**src/rtl/fir_filter_ctrl.sv**
```systemverilog
// FIR filter sequencer: sample buffer writes, per-tap address
// generation, pipeline freeze/flush and post-reset buffer clearing.
module fir_filter_ctrl #(
  parameter int NUM_TAPS   = 16,
  parameter int ADDR_WIDTH = 4
) (
  input  logic                  clk,
  input  logic                  rst,
  input  logic                  in_valid_i,
  output logic                  in_ready_o,
  input  logic                  stall_i,
  input  logic                  abort_i,
  output logic                  sample_we_o,
  output logic                  sample_wzero_o,
  output logic [ADDR_WIDTH-1:0] sample_waddr_o,
  output logic [ADDR_WIDTH-1:0] sample_raddr_o,
  output logic [ADDR_WIDTH-1:0] coef_raddr_o,
  output logic                  issue_o,
  output logic                  overwrite_o,
  output logic                  output_valid_o,
  output logic                  freeze_o,
  output logic                  flush_o,
  output logic                  busy_o
);

  if (NUM_TAPS < 2) begin : g_taps_chk
    $error("fir_filter_ctrl: NUM_TAPS must be >= 2");
  end
  if ((2 ** ADDR_WIDTH) != NUM_TAPS) begin : g_addr_chk
    $error("fir_filter_ctrl: 2**ADDR_WIDTH must equal NUM_TAPS");
  end

  localparam logic [ADDR_WIDTH-1:0] LAST = ADDR_WIDTH'(NUM_TAPS - 1);

  typedef enum logic [1:0] {
    CLEAR = 2'd0,
    IDLE  = 2'd1,
    MAC   = 2'd2
  } state_e;

  state_e                state_q, state_d;
  logic [ADDR_WIDTH-1:0] wptr_q, wptr_d;
  logic [ADDR_WIDTH-1:0] newest_q, newest_d;
  logic [ADDR_WIDTH-1:0] tap_q, tap_d;
  logic [ADDR_WIDTH-1:0] clr_cnt_q, clr_cnt_d;

  always_ff @(posedge clk) begin
    if (rst) begin
      state_q   <= CLEAR;
      wptr_q    <= '0;
      newest_q  <= '0;
      tap_q     <= '0;
      clr_cnt_q <= '0;
    end else begin
      state_q   <= state_d;
      wptr_q    <= wptr_d;
      newest_q  <= newest_d;
      tap_q     <= tap_d;
      clr_cnt_q <= clr_cnt_d;
    end
  end

  always_comb begin
    state_d        = state_q;
    wptr_d         = wptr_q;
    newest_d       = newest_q;
    tap_d          = tap_q;
    clr_cnt_d      = clr_cnt_q;
    in_ready_o     = 1'b0;
    sample_we_o    = 1'b0;
    sample_wzero_o = 1'b0;
    sample_waddr_o = '0;
    sample_raddr_o = '0;
    coef_raddr_o   = '0;
    issue_o        = 1'b0;
    overwrite_o    = 1'b0;
    output_valid_o = 1'b0;
    freeze_o       = stall_i;
    flush_o        = abort_i;
    busy_o         = (state_q != IDLE);

    unique case (state_q)
      CLEAR: begin
        sample_we_o    = 1'b1;
        sample_wzero_o = 1'b1;
        sample_waddr_o = clr_cnt_q;
        clr_cnt_d      = clr_cnt_q + 1'b1;
        if (clr_cnt_q == LAST) begin
          state_d = IDLE;
        end
      end
      IDLE: begin
        in_ready_o = ~stall_i & ~abort_i;
        if (abort_i) begin
          tap_d = '0;
        end else if (in_valid_i && in_ready_o) begin
          sample_we_o    = 1'b1;
          sample_waddr_o = wptr_q;
          newest_d       = wptr_q;
          wptr_d         = wptr_q + 1'b1;
          tap_d          = '0;
          state_d        = MAC;
        end
      end
      MAC: begin
        issue_o        = 1'b1;
        coef_raddr_o   = tap_q;
        // Newest sample pairs with coef 0, older ones walk backwards.
        sample_raddr_o = newest_q - tap_q;
        overwrite_o    = (tap_q == '0);
        output_valid_o = (tap_q == LAST);
        if (abort_i) begin
          tap_d   = '0;
          state_d = IDLE;
        end else if (!stall_i) begin
          tap_d = tap_q + 1'b1;
          if (tap_q == LAST) begin
            state_d = IDLE;
          end
        end
      end
      default: begin
        state_d = CLEAR;
      end
    endcase
  end

endmodule

```
**config.mk**
```make
export PLATFORM = sky130hd
export DESIGN_NAME = fir_filter_ctrl
export DESIGN_NICKNAME = d
export VERILOG_FILES = /design/src/rtl/fir_filter_ctrl.sv
export SDC_FILE = /design/constraint.sdc
export NUM_CORES = 1
export LEC_CHECK = 0
export CAP_MARGIN = 5
export CORE_MARGIN = 2
export CORE_UTILIZATION = 48
export CTS_CLUSTER_DIAMETER = 30
export DETAILED_ROUTE_END_ITERATION = 6
export GPL_ROUTABILITY_DRIVEN = 0
export PLACE_DENSITY = 0.88
export SYNTH_ARGS = -nofsm -noshare
export SYNTH_HDL_FRONTEND = slang
export SYNTH_SLANG_ARGS = --single-unit
export TNS_END_PERCENT = 5
```
**constraint.sdc**
```tcl
create_clock -name clk -period 1.58 [get_ports clk]
set_input_delay 0.158 -clock clk [delete_from_list [all_inputs] [get_ports clk]]
set_output_delay 0.158 -clock clk [all_outputs]
set_load 0.01 [all_outputs]
```
==> images/clock_map.png <==
(12 px per µm)
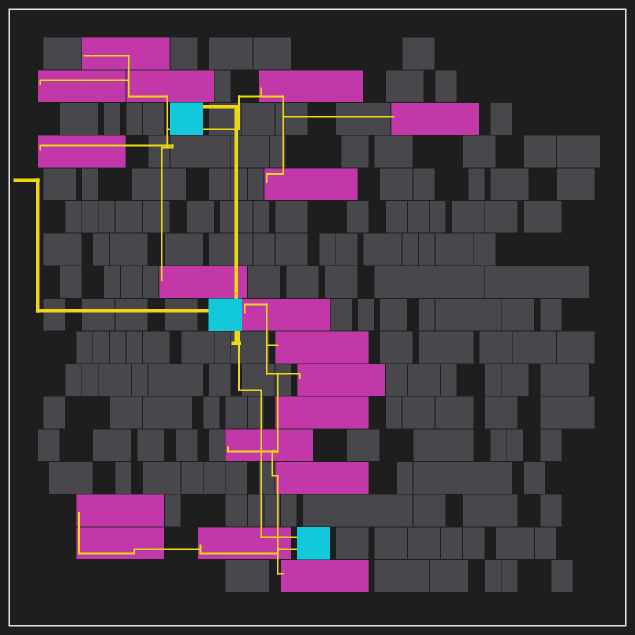
- clock wires: yellow (length 214 µm)
- flip-flops: magenta (count 18)
- cells driving clock nets: cyan (count 3)
- routed clock nets: 4

==> images/density.png <==
(6 px per µm) The die is cut into 10 by 10 equal tiles; black is low, pale yellow is high, 0 to 100% covered.
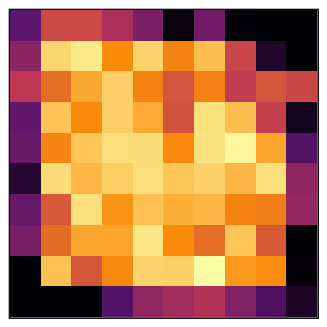
- densest ninth of the die: center
- tiles over 75% full: 40%
- nearly empty tiles: 11%
- emptiest ninth of the die: north-east
- mean over tiles: 59%
- fullest tile: 100%
Core ar.: 2170 µm²
FP Util: 49.37%
Final Core Density: 72.78%

==> results.tsv <==
metric	value	unit
finalCritPeriodShare	112.4	%
wl_met1	1305	µm
hpwl	2311	µm
yosysMostFrequentCell	nand2_1	
synth_xor_xnor_area_share	6.542	%
post_cts_resize_count	55	
grt_pass1_wl	5057	µm
dr_wl_met3	133	µm
cts_tree	yes	
top_area_cell	dfxtp_1	
inv_count	7	
worstSkewPairLatency	310	ps
comb_area	683.2	µm²
layout_setup_ws	-195.6	ps
yosysWarnings	0	
cp-start-kind	register	
openroad.warnings	29	
status	finished, violations left	
final_antenna_net_count	0	
ys_cells	137	
p_int	0.0006351	W
routedWlPerCell	14.23	µm
final-clk-cell-share	2.298	%
hold_slack	475.4	ps
aoi_share	12.50	%
clockRootBuffer	clkbuf_4	
hold_depth	2	
cts_buffers	3	
top_cells_by_area	dfxtp_1, nand2_1, ha_1	
final-nonclk-buf-share	27.10	%
cp_slowest_cell	dfxtp_2	
setup_viol_count_final	8	
end_kind	primary output	
grt_use_met3	2.632	%
drtIter0Drc	28	
hold_path.class	reg2reg	
synth-async-reset-ratio	0	%
p_switching	0.0001970	W
dr.max_layer_used	met4	
rr_endpoint	state_q[0]	
syn_inst	137	
min_period	1776	ps
violations	negative setup slack	
nWellTaps	28	
signal_buffers	56	
==> images/zoom.png <==
Window x 13 to 38, y 13 to 38 µm. Cells in gray, sequential cells in the stronger gray; small squares are vias.
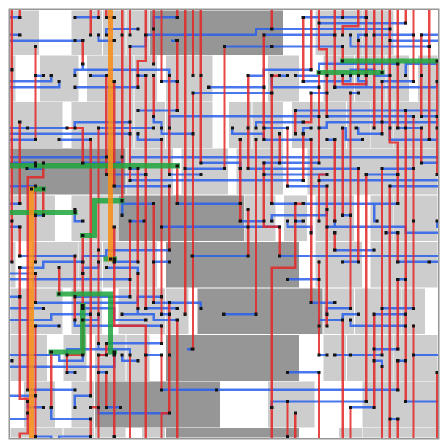
- met3: green
- met2: red
- met1: blue
- met4: orange
- most frequent: buf_4 (12), nand2_1 (9), a21oi_1 (7)
- sequential cells in the window: 7
- netlist names of flops here include: tap_q (3), wptr_q (2)
- cells with their middle in the window: 63

